==> config.mk <==
export PLATFORM = sky130hd
export DESIGN_NAME = udp_axis_slave
export DESIGN_NICKNAME = d
export VERILOG_FILES = /design/src/rtl/udp_axis_slave.sv
export SDC_FILE = /design/constraint.sdc
export NUM_CORES = 1
export LEC_CHECK = 0
export CAP_MARGIN = 20
export CORE_MARGIN = 2
export CORE_UTILIZATION = 48
export DETAILED_ROUTE_END_ITERATION = 8
export PLACE_DENSITY = 0.95
export SLEW_MARGIN = 15
export SYNTH_ARGS = -nofsm -noshare
export SYNTH_HDL_FRONTEND = slang
export SYNTH_SLANG_ARGS = --single-unit
==> constraint.sdc <==
create_clock -name clk -period 3.6 [get_ports clk]
set_clock_uncertainty 0.2 [all_clocks]
set_input_delay 0.9 -clock clk [delete_from_list [all_inputs] [get_ports clk]]
set_output_delay 0.9 -clock clk [all_outputs]
set_load 0.02 [all_outputs]
==> src/rtl/udp_axis_slave.sv <==
// AXI-Stream to UDP transmit bridge: each accepted input beat becomes one datagram
// carrying a 32-bit big-endian transfer ID followed by the beat's kept data bytes.
module udp_axis_slave #(
  parameter logic [15:0] UDP_PORT    = 16'd1234,
  parameter logic [31:0] LOCAL_IP    = 32'hC0A80180,
  parameter logic [31:0] TARGET_IP   = 32'hC0A80101,
  parameter logic [7:0]  IP_TTL      = 8'd64,
  parameter int unsigned TDATA_WIDTH = 16
) (
  input  logic                     clk,
  input  logic                     reset,
  // UDP transmit header channel
  output logic                     udp_tx_header_valid,
  input  logic                     udp_tx_header_ready,
  output logic [5:0]               udp_tx_header_ip_dscp,
  output logic [1:0]               udp_tx_header_ip_ecn,
  output logic [7:0]               udp_tx_header_ip_ttl,
  output logic [31:0]              udp_tx_header_ip_source_ip,
  output logic [31:0]              udp_tx_header_ip_dest_ip,
  output logic [15:0]              udp_tx_header_source_port,
  output logic [15:0]              udp_tx_header_dest_port,
  output logic [15:0]              udp_tx_header_length,
  output logic [15:0]              udp_tx_header_checksum,
  // UDP transmit payload channel
  output logic [7:0]               udp_tx_payload_tdata,
  output logic                     udp_tx_payload_tvalid,
  input  logic                     udp_tx_payload_tready,
  output logic                     udp_tx_payload_tlast,
  output logic                     udp_tx_payload_tuser,
  // Input stream
  input  logic [TDATA_WIDTH-1:0]   in_axis_tdata,
  input  logic [TDATA_WIDTH/8-1:0] in_axis_tkeep,
  input  logic                     in_axis_tuser,
  input  logic                     in_axis_tlast,
  input  logic                     in_axis_tvalid,
  output logic                     in_axis_tready
);

  localparam int unsigned KW = TDATA_WIDTH / 8;

  typedef enum logic {IDLE, BUSY} state_t;

  state_t                 state, state_nx;
  logic [TDATA_WIDTH-1:0] data_q;
  logic [KW-1:0]          keep_q, keep_rem;
  logic                   user_q;
  logic [31:0]            id_q;
  logic [2:0]             id_cnt;
  logic                   hdr_valid, pay_valid, hdr_done, pay_done;

  logic                   accept, hdr_fire, pay_fire, pay_last, finish;
  logic                   id_phase, more_lanes, found;
  logic [7:0]             lane_byte, id_byte;
  logic [15:0]            n_keep;
  logic                   unused_tlast;

  // Input tlast carries no meaning here: every beat is its own datagram.
  assign unused_tlast = in_axis_tlast;

  assign in_axis_tready = (state == IDLE) && reset;
  assign accept         = in_axis_tvalid && in_axis_tready;
  assign hdr_fire       = hdr_valid && udp_tx_header_ready;
  assign pay_fire       = pay_valid && udp_tx_payload_tready;
  assign finish         = (state == BUSY) && (hdr_done || hdr_fire) && (pay_done || (pay_fire && pay_last));

  // Data bytes come from the lowest still-pending kept lane; sent lanes are cleared.
  assign id_phase   = ~id_cnt[2];
  assign more_lanes = |(keep_rem & (keep_rem - KW'(1)));
  assign pay_last   = id_phase ? ((id_cnt == 3'd3) && (keep_rem == '0)) : ~more_lanes;

  always_comb begin
    lane_byte = '0;
    found     = 1'b0;
    n_keep    = '0;
    for (int unsigned i = 0; i < KW; i++) begin
      if (!found && keep_rem[i]) begin
        lane_byte = data_q[8*i +: 8];
        found     = 1'b1;
      end
      n_keep = n_keep + 16'(keep_q[i]);
    end
  end

  always_comb begin
    case (id_cnt[1:0])
      2'd0:    id_byte = id_q[31:24];
      2'd1:    id_byte = id_q[23:16];
      2'd2:    id_byte = id_q[15:8];
      default: id_byte = id_q[7:0];
    endcase
  end

  assign udp_tx_header_valid        = hdr_valid;
  assign udp_tx_header_ip_dscp      = '0;
  assign udp_tx_header_ip_ecn       = '0;
  assign udp_tx_header_ip_ttl       = IP_TTL;
  assign udp_tx_header_ip_source_ip = LOCAL_IP;
  assign udp_tx_header_ip_dest_ip   = TARGET_IP;
  assign udp_tx_header_source_port  = UDP_PORT;
  assign udp_tx_header_dest_port    = UDP_PORT;
  assign udp_tx_header_length       = 16'd12 + n_keep;
  assign udp_tx_header_checksum     = '0;

  assign udp_tx_payload_tvalid = pay_valid;
  assign udp_tx_payload_tdata  = id_phase ? id_byte : lane_byte;
  assign udp_tx_payload_tlast  = pay_valid && pay_last;
  assign udp_tx_payload_tuser  = pay_valid && pay_last && user_q;

  always_comb begin
    state_nx = state;
    case (state)
      IDLE:    if (accept) state_nx = BUSY;
      BUSY:    if (finish) state_nx = IDLE;
      default: state_nx = IDLE;
    endcase
  end

  always_ff @(posedge clk or negedge reset) begin
    if (!reset) state <= IDLE;
    else        state <= state_nx;
  end

  always_ff @(posedge clk or negedge reset) begin
    if (!reset) begin
      data_q    <= '0;
      keep_q    <= '0;
      keep_rem  <= '0;
      user_q    <= 1'b0;
      id_q      <= '0;
      id_cnt    <= '0;
      hdr_valid <= 1'b0;
      pay_valid <= 1'b0;
      hdr_done  <= 1'b0;
      pay_done  <= 1'b0;
    end else if (accept) begin
      data_q    <= in_axis_tdata;
      keep_q    <= in_axis_tkeep;
      keep_rem  <= in_axis_tkeep;
      user_q    <= in_axis_tuser;
      id_cnt    <= '0;
      hdr_valid <= 1'b1;
      pay_valid <= 1'b1;
      hdr_done  <= 1'b0;
      pay_done  <= 1'b0;
    end else if (state == BUSY) begin
      if (hdr_fire) begin
        hdr_valid <= 1'b0;
        hdr_done  <= 1'b1;
      end
      if (pay_fire) begin
        if (pay_last) begin
          pay_valid <= 1'b0;
          pay_done  <= 1'b1;
        end else if (id_phase) begin
          id_cnt <= id_cnt + 3'd1;
        end else begin
          keep_rem <= keep_rem & (keep_rem - KW'(1));
        end
      end
      if (finish) id_q <= id_q + 32'd1;
    end
  end

endmodule

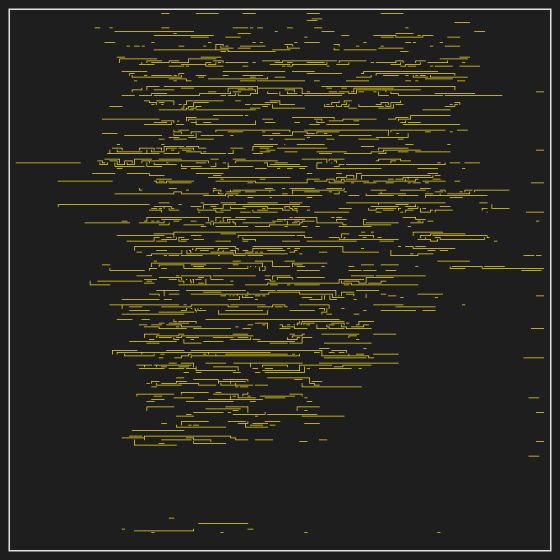
Fig. 1. The metal 1 layer (run 1).
The wires run mostly horizontal. The layer holds 40% of the routed length.

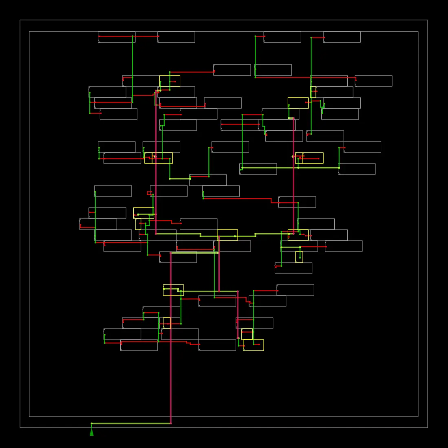
Fig. 2. Clock nets (run 1).
clk pwr: 519 uW
number of clock buffers in the layout: 11
Seq cells: 61
Sink Count: 61

==> flow_summary.yaml, run 1 <==
# flow metrics
clocking:
  cts_buffers: 9
  cts_root_buf: "clkbuf_8"
  tritoncts: "done"
  cts.path.max_buffers: 2
critical_path:
  ff2ff_path_depth: 5
  crit_slowest_cell: "a222oi_1"
logic_synthesis:
  yosys_cells: 490
  yosysMostFrequentCell: "buf_4"
  edf_count: 0
  ys_sh_mux: 0.0203
  adder_share: 0.0195
  simple_gate_area_frac: 0.218
  avgSynthCellArea_sq_um: 9.17
  postSynthSeqShare: 0.340
global_routing:
  grt_pass1_wl_microns: 14300
  grt_pass1_vias: 2852
timing:
  hold_violations: 0
  drv_slew: 0
  relSlewSlack: 0.477
  period_needed_ns: 3.34
  max_freq_mhz: 300
  rsz0062_at_grt: "false"
  holdWs_ns: 0.278
route:
  drc_errors: 0
worst_hold_path:
  min_path_type: "flip-flop to flip-flop"
  hold_depth: 2
finish:
  layout.cells.most_common_list: "142 x conb_1, 79 x nand2_1, 61 x dfrtp_1, 29 x clkdlybuf4s50_1, 24 x xor2_1"
  finish.utilization: 0.498
outcome:
  status: "complete, no violations"
placement:
  dpl.cell_count: 618
flow_run:
  tool_warnings: 31
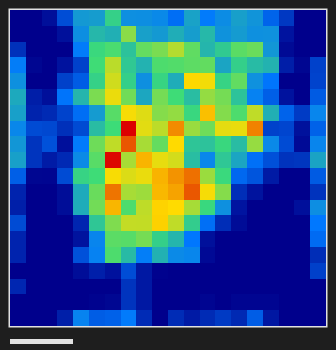
Fig. 3. Routed metal per tile (run 1).
Bar = 20 microns. The die is cut into 20 by 20 equal tiles; dark blue is low, red is high, scaled to the fullest tile. Values are wire area over tile area, all layers added.
The emptiest ninth of the die: south-east. 22% of the tiles are over half the peak. 30% of the tiles are nearly empty.

[run 1: final cells by class]
class | count | share of cell area
Sequential cell | 61 | 0.335
Multi-Input combinational cell | 393 | 0.499
Timing Repair Buffer | 42 | 0.0916
Clock inverter | 5 | 0.00604
Tap cell | 111 | 0.0305
Clock buffer | 11 | 0.0288
Inverter | 11 | 0.00905
[run 1: report_power, final]
part           switching (mW)  internal, mW  total, mW  leakage (nW)
clock                   0.274         0.245      0.519        0.0829
sequential              0.234         0.884       1.12         0.778
combinational           0.933         0.502       1.43          1.51
[run 1: final timing paths]
| path | startpoint | end | slack [ns] |
|---|---|---|---|
| worst max-delay path | id_cnt[1]$_DFFE_PN0P_ | udp_tx_payload_tdata[3] | 0.26 |
| worst min-delay path | data_q[10]$_DFFE_PN0P_ | data_q[10]$_DFFE_PN0P_ | 0.28 |
| worst max register to register | keep_rem[0]$_DFFE_PN0P_ | id_q[1]$_DFFE_PN0P_ | 1.04 |
| worst min register to register | data_q[10]$_DFFE_PN0P_ | data_q[10]$_DFFE_PN0P_ | 0.28 |
| max in group asynchronous | reset | id_q[12]$_DFFE_PN0P_ | 2.08 |
| min in group asynchronous | reset | id_q[22]$_DFFE_PN0P_ | 0.58 |
[run 1: per-layer routing]
| metal | global-route usage | wire (microns) | up-vias |
|---|---|---|---|
| met5 | 0 | 0 | - |
| met4 | 0.0854 | 233 | 0 |
| met3 | 0.0388 | 603 | 23 |
| met2 | 0.282 | 4610 | 173 |
| met1 | 0.235 | 3560 | 1548 |
| li1 | - | - | 1416 |
[run 1: state kept, by name, indices dropped and copies added, names as in the netlist]
name	flops
data_q	16
hdr_done	1
id_cnt	3
id_q	32
keep_q	2
keep_rem	2
pay_done	1
state	1
udp_tx_header_valid	1
udp_tx_payload_tvalid	1
user_q	1
Fig. 4: run 1, met3 routing
Bar = 20 microns.
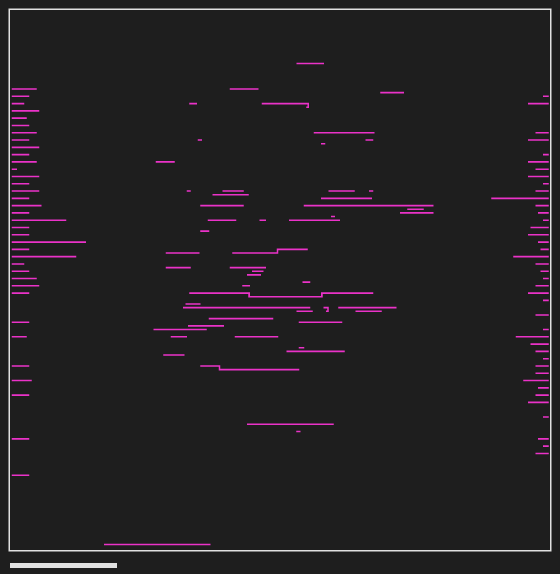

==> run 1 -> run 2 <==
Settings changed: CORE_MARGIN 2 to 5, CTS_CLUSTER_SIZE set to 12.
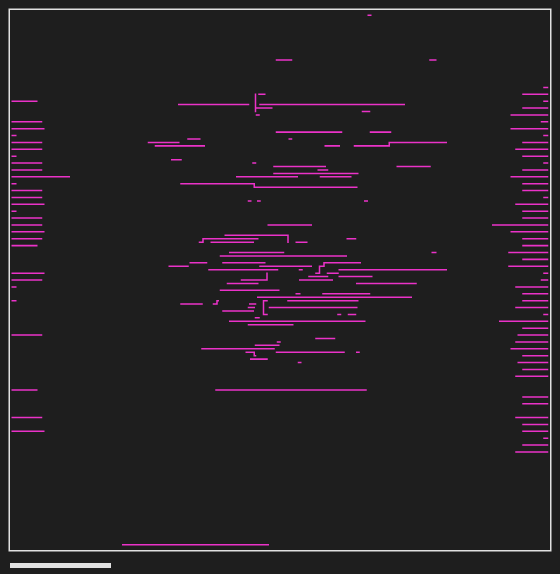
Fig. 5. Met3 routing (run 2).
Bar = 20 microns.
The layer holds 10% of the routed length. The longest straight run is 30.4 microns. The wires run mostly horizontal. 131 nets have wire on it. The layer carries 1020 microns of wire.

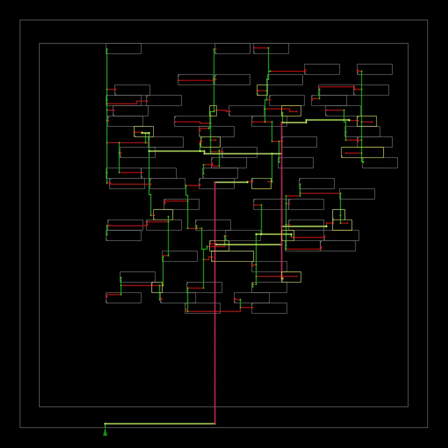
Fig. 6. Clock nets (run 2).
cts bufs inserted: 9
clk pwr: 684 uW
worst skew pair latency: 0.35 ns
number of clock buffers in the layout: 9

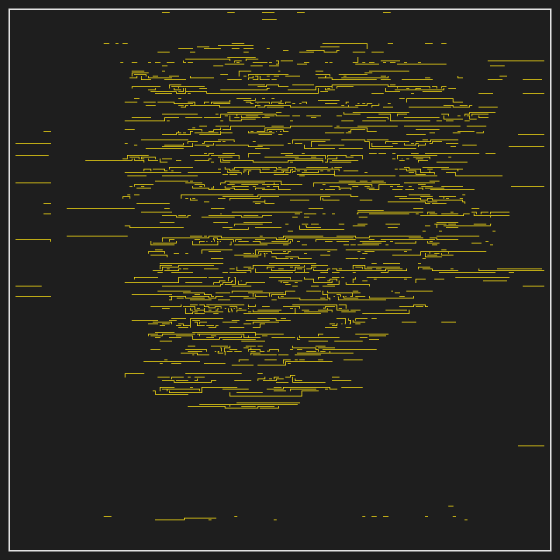
Fig. 7. The metal 1 layer (run 2).
429 nets have wire on it. The wires run mostly horizontal. The longest straight run is 22.1 microns. The layer carries 3410 microns of wire. The layer holds 34% of the routed length.

==> run 2 against run 1 <==
Compared with the run above: clock power rose by 32%; sequential power barely moved; sequential share of layout area fell by 0.47 points; synthesized cell count did not move; highest routed layer unchanged.
==> flow_summary.yaml, run 2 <==
# flow metrics
worst_hold_path:
  min_from: "user_q$_DFFE_PN0P_"
  hold_depth: 2
  hold_end: "user_q$_DFFE_PN0P_"
finish:
  layout.cells.most_common_list: "142 x conb_1, 79 x nand2_1, 61 x dfrtp_1, 29 x clkdlybuf4s50_1, 24 x xor2_1"
  regMostFlops: "id_q"
flow_run:
  tool_warnings: 31
global_routing:
  grt_pass1_wl_microns: 15700
  grt_pass1_vias: 3148
critical_path:
  critPathCapture: "udp_tx_payload_tdata[3]"
  r2r-end: "id_q[1]$_DFFE_PN0P_"
  ff2ff_path_depth: 6
  crit_start: "id_cnt[1]$_DFFE_PN0P_"
  crit_slowest_cell: "a222oi_1"
  rrSetupSlack_ns: 1.09
clocking:
  cts.path.max_buffers: 2
  tritoncts: "done"
  cts_root_buf: "clkbuf_8"
  cts.sinks: 61
pwr:
  netSwitchingFraction: 0.454
  p_comb_frac: 0.447
  switching_power_mw: 1.48
  clockPowerShare: 0.210
timing:
  relSlewSlack: 0.473
  max_freq_mhz: 300
  hold_violations: 0
  rsz0062_at_grt: "false"
  drv_slew: 0
outcome:
  status: "complete, no violations"
logic_synthesis:
  avgSynthCellArea_sq_um: 9.17
  yosysMostFrequentCell: "buf_4"
  edf_count: 0
## run 2: cell counts after synthesis
Identical to the previous run, type by type.
## run 2: cell families (layout without fill, tap and decap cells)
| family | after synthesis | in the layout | synth area share |
|---|---|---|---|
| other | 2 | 142 | 0.00167 |
| multiplexers | 9 | 9 | 0.0203 |
| adder cells (fa/ha/maj) | 7 | 7 | 0.0195 |
| AND-OR/OR-AND | 37 | 37 | 0.0649 |
| flip-flops | 61 | 61 | 0.340 |
| AND/OR/NAND/NOR | 167 | 167 | 0.218 |
| XOR/XNOR | 31 | 31 | 0.0604 |
| buffers and inverters | 176 | 69 | 0.275 |
## run 2: repair_timing
item	CTS	global route
gates resized	0	10
endpoints found under the setup margin	0	8
endpoints found under the hold margin	0	0
## run 2: routing by layer
layer	vias to the layer above	global-route usage	share of wire
met4	0	0.0895	0.035
met3	33	0.0397	0.10
li1	1416	-	-
met1	1551	0.195	0.34
met5	-	0	0
met2	225	0.299	0.53
## run 2: cell type report
| type | instances | area share |
|---|---|---|
| clock inverter | 7 | 0.0211 |
| clock buffer | 9 | 0.0268 |
| timing repair buffer | 42 | 0.0920 |
| multi-input combinational | 393 | 0.491 |
| sequential | 61 | 0.330 |
| inverter | 11 | 0.00893 |
| tap | 111 | 0.0300 |
## run 2: power groups by stage
stage	combinational, mW	sequential, mW	clock (mW)
finish	1.46	1.12	0.684
global placement	1.37	1.10	0
global route	1.58	1.15	0.717
CTS	1.44	1.11	0.693
floorplan	1.23	1.03	0
detailed placement	1.42	1.12	0
## run 2: stage by stage
step	setup WS, ns	hold WS [ns]	utilization	std cells
floorplan	0.994	0.238	-	630
global placement	0.437	0.261	0.476	618
detailed placement	0.424	0.265	0.476	618
CTS	0.00364	0.281	0.500	634
global route	0.121	0.307	0.503	634
finish	0.268	0.275	0.503	634
==> run 2 -> run 3 <==
Settings changed: TNS_END_PERCENT set to 50.
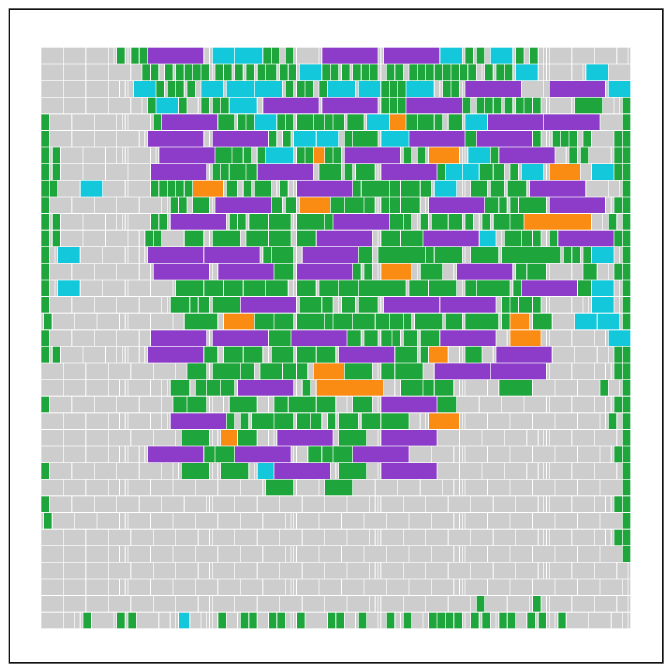
Fig. 8. Cell classes on the final placement (run 3).
Fill, decap, tap and diode cells in gray.
Key: green = remaining logic cells [cells 404, share of their area 52%]; purple = registers [cells 61, share of their area 34%]; cyan = remaining buffers and delay cells [cells 42, share of their area 9.5%]; orange = clock drivers and dummy loads [cells 16, share of their area 4.9%]

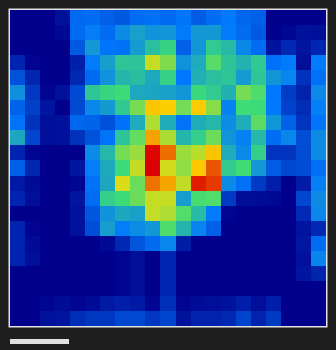
Fig. 9. Routed metal per tile (run 3).
Bar = 20 microns. The die is cut into 21 by 21 equal tiles; dark blue is low, red is high, scaled to the fullest tile. Values are wire area over tile area, all layers added.
30% of the tiles are nearly empty. The fullest tile reaches 0.74. The densest ninth of the die: center. The mean over all tiles is 0.15.

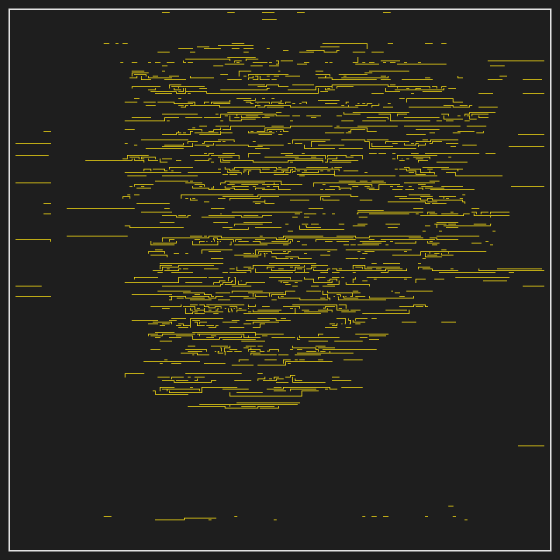
Fig. 10. The metal 1 layer (run 3).
429 nets have wire on it. The layer carries 3410 microns of wire.

==> run 3 against run 2 <==
Compared with the run above: worst setup slack unchanged; final cell count did not move; first-iteration DRC count unchanged; combinational power about the same; non-clock buffer count is the same; sequential power hardly changed; critical endpoint unchanged; largest cell class unchanged.
==> flow_summary.yaml, run 3 <==
# flow metrics
timing:
  drv_slew: 0
  rsz0062_at_grt: "false"
  hold_violations: 0
  setup_ws_ns: 0.268
  max_freq_mhz: 300
  holdWs_ns: 0.275
  finalSetupTns_ns: 0
  relSlewSlack: 0.473
logic_synthesis:
  avgSynthCellArea_sq_um: 9.17
  yosysTopAreaCell: "dfrtp_1"
  top_area_frac: 0.340
  yosysMostFrequentCell: "buf_4"
  edf_count: 0
  yosys_cells: 490
pwr:
  p_comb_frac: 0.447
  power_leader: "combinational logic"
  switching_power_mw: 1.48
  clock_power_uw: 684
  comb_power_mw: 1.46
  p_seq_mw: 1.12
  clockPowerShare: 0.210
  netSwitchingFraction: 0.454
  finalPower_mw: 3.26
clocking:
  h-tree-depth: 3
  tritoncts: "done"
  cts_root_buf: "clkbuf_8"
  cts_buffers: 9
  cts.sinks: 61
  cts.path.max_buffers: 2
  clock_latency_ns: 0.35
flow_run:
  tool_warnings: 31
placement:
  place_ws_ns: 0.424
  dpl.cell_count: 618
route:
  drt-met1-wl_microns: 3410
  first_pass_iters: 6
  avgRoutedWirePerCell_microns: 15.9
  wl_met3_microns: 1020
  top_layer: "met4"
critical_path:
  crit_slowest_cell: "a222oi_1"
  critPathTopFamily: "AND-OR/OR-AND gates"
  path_class: "flip-flop to output port"
die:
  die_area_sq_um: 11400
finish:
  layout.cells.most_common_list: "142 x conb_1, 79 x nand2_1, 61 x dfrtp_1, 29 x clkdlybuf4s50_1, 24 x xor2_1"
  regMostFlops: "id_q"
  finish.utilization: 0.503
  instances_no_fill: 634
global_routing:
  grt_pass1_vias: 3148
  grt_pass1_wl_microns: 15700
outcome:
  status: "complete, no violations"
==> run 3: area by class of cell <==
cell class	count	area, sq um
inverter	11	41.3
clock buffer	9	124
fill	788	4570
tap	111	139
timing repair buffer	42	425
multi-input combinational	393	2270
sequential	61	1530
clock inverter	7	97.6
==> run 3: cell families after synthesis <==
family                     after synthesis  synth area share
muxes                                    9            0.0203
buffers and inverters                  176             0.275
DFF                                     61             0.340
AOI/OAI and AO/OA                       37            0.0649
other                                    2           0.00167
and+or+nand+nor                        167             0.218
xor gates and xnor gates                31            0.0604
adders and majority gates                7            0.0195
==> run 3: routing by layer <==
| metal | global-route usage | up-vias |
|---|---|---|
| met5 | 0 | - |
| met4 | 0.0895 | 0 |
| met3 | 0.0397 | 33 |
| met2 | 0.299 | 225 |
| met1 | 0.195 | 1551 |
| li1 | - | 1416 |
==> run 3: repair_timing <==
item                                    4_1_cts  5_1_grt
gates resized                                 0       10
endpoints found under the setup margin        0        8
hold buffers                                  0        0
==> run 3: worst paths after layout <==
path | from | endpoint | slack (ns) | depth (start not counted)
min in group asynchronous | reset | id_q[24]$_DFFE_PN0P_ | 0.59 | 2
worst max-delay path | id_cnt[1]$_DFFE_PN0P_ | udp_tx_payload_tdata[3] | 0.27 | 7
worst min-delay path | user_q$_DFFE_PN0P_ | user_q$_DFFE_PN0P_ | 0.27 | 2
worst min register to register | user_q$_DFFE_PN0P_ | user_q$_DFFE_PN0P_ | 0.27 | 2
max in group asynchronous | reset | pay_done$_DFFE_PN0P_ | 2.08 | 2
worst max register to register | id_cnt[0]$_DFFE_PN0P_ | id_q[1]$_DFFE_PN0P_ | 1.09 | 6
Power is estimated from default activity; no workload was simulated.
